==> config.mk <==
export PLATFORM = sky130hd
export DESIGN_NAME = instr_fetch_unit
export DESIGN_NICKNAME = d
export VERILOG_FILES = /design/src/rtl/instr_fetch_unit.sv
export SDC_FILE = /design/constraint.sdc
export NUM_CORES = 1
export LEC_CHECK = 0
export CORE_ASPECT_RATIO = 0.9
export CORE_MARGIN = 1.5
export CORE_UTILIZATION = 40
export CTS_CLUSTER_SIZE = 16
export DETAILED_ROUTE_END_ITERATION = 10
export GPL_ROUTABILITY_DRIVEN = 0
export GPL_TIMING_DRIVEN = 0
export PLACE_DENSITY_LB_ADDON = 0.15
export SYNTH_ARGS = -nofsm -noshare
export SYNTH_HDL_FRONTEND = slang
export SYNTH_SLANG_ARGS = --single-unit
export TNS_END_PERCENT = 100
==> constraint.sdc <==
create_clock -name clock -period 2 [get_ports clock]
set_input_delay 0.3 -clock clock [delete_from_list [all_inputs] [get_ports clock]]
set_output_delay 0.3 -clock clock [all_outputs]
set_load 0.05 [all_outputs]
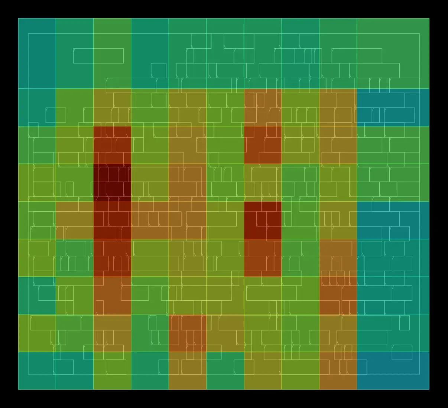
(images/congestion.png)
GR Util met2: 31.1%
met3 usage in global routing: 3.98%

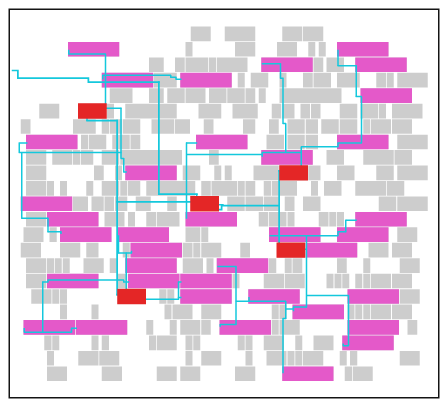
(images/clk_routes.png)
clock wires -> cyan  # length 479 um
flip-flops -> magenta  # count 37
clock drivers -> red  # count 5
routed clock nets = 6
flops lie = all over the die
clk ins delay skew pair: 0.29 ns
Clock Power Share: 16.2%
Clock Skews: 0.00763 ns

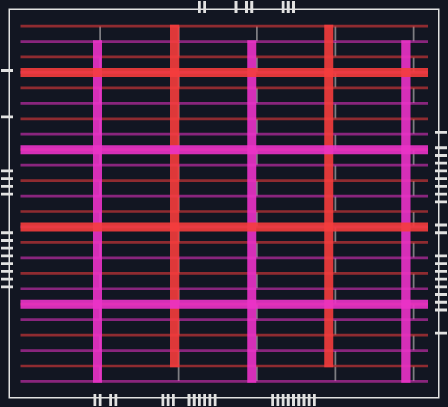
(images/power_grid.png)
Pins as bars on the die edge. Tap cells in gray.
VDD -> red
VSS -> magenta
met4 straps = 5
signal pins = 64
met5 straps = 4
rows = 23
Core Footprint: 4490 um2
Chip Width: 75.3 um
VDD IR max: 0.000823 V

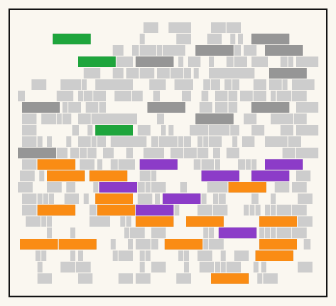
(images/flops_by_reg.png)
word -> orange  # sequential cells 16
state -> green  # sequential cells 3
instr_pc -> purple  # sequential cells 8
not colored = 10
sequential share of cell area: 32.8%
Reg area: 926 um2

==> flow_summary.ini <==
; physical design summary
[status]
status = finished, violations left
violations = negative setup slack

[die]
floorplan.core_util_pct = 42.0
ioPinCount = 64
rows = 23

[global_route]
track_usage_pct = 18.8
grt.overflow.total = 0

[drt]
ant_nets = 0
wl_per_cell_um = 12.9

[critical_path]
cp_data_required_time_ns = 1.70
end_kind = primary output

[pwr]
cell_internal_pwr_w = 0.00260
p_leak_nw = 1.27
combPwrFrac_pct = 56.5

[final_layout]
fill_cells = 402
layout.cells.non_filler = 340

[logic_synthesis]
syn_area_per_cell_um2 = 9.28
fp_nets = 234
edf_count = 0
synthCells = 203

[final_timing]
fin_tns_setup_ns = -0.752
fin_crit_sh_pct = 105
postLayoutSetupSlackWorst_ns = -0.0998
max_slew.worst_pin.slew_ns = 0.838
layout_min_cycle_time_ns = 2.10
setup_viol = 8

[worst_hold_path]
hold_class = input pin to asynchronous set/reset pin

[placement]
dp_cells = 327
portBuffers = 62

[clock_network]
htreeDepth = 2
hold_buffers = 0
tritoncts = done
cts_setup_buffers = 1
clk_pin_slew_ns = 0.08
routing by layer:
layer | global-route usage [%] | share of wire (%) | up-vias
met1 | 24.0 | 46 | 797
li1 | - | - | 809
met3 | 3.98 | 5.6 | 8
met5 | 0 | 0 | -
met2 | 31.1 | 47 | 54
met4 | 7.37 | 1.4 | 0
kinds of logic after synthesis:
family	share of synthesized area (%)
buffers and inverters	5.98
muxes	1.13
and+or+nand+nor	27.5
AOI/OAI and AO/OA	8.43
DFF	49.1
xor gates and xnor gates	6.51
adders and majority gates	1.33
worst max-delay path, cell delays in order (launching register included):
cell	delay (ns)
dfrtp_1	0.38
buf_6	0.13
nor4bb_4	0.28
buf_6	0.13
and2b_2	0.18
buf_6	0.13
and2_4	0.14
buf_8	0.14
cells in the final DEF (no fill, tap or decap), types with 2 or more instances in the layout:
cell type / n
nand2_1: 59
clkdlybuf4s50_1: 52
dfrtp_1: 37
nor2_1: 16
xor2_1: 9
a21oi_1: 9
buf_8: 9
and2_4: 8
buf_2: 7
buf_6: 7
o21ai_0: 6
xnor2_1: 5
clkbuf_8: 5
nand4_1: 4
a21oi_2: 4
nand3_1: 4
buf_4: 4
clkbuf_1: 2
inv_1: 2
or3_1: 2
ha_1: 2
bufinv_16: 2
metrics by stage:
step / hold slack (ns) / setup slack [ns]
global route: 0.172 / -0.175
CTS: 0.129 / -0.0759
global placement: 0.458 / -0.670
detailed placement: 0.451 / -0.677
finish: 0.103 / -0.0998
floorplan: 0.00441 / 0.122
final cells by class:
type	instances	area [um2]	area share, %
Inverter	3	11.3	0.399
Tap cell	62	77.6	2.75
Clock buffer	5	68.8	2.44
Clock inverter	3	65.1	2.30
Sequential cell	37	926	32.8
Timing Repair Buffer	67	702	24.9
Buffer	14	105	3.72
Multi-Input combinational cell	149	867	30.7
Power and IR drop assume default switching activity.
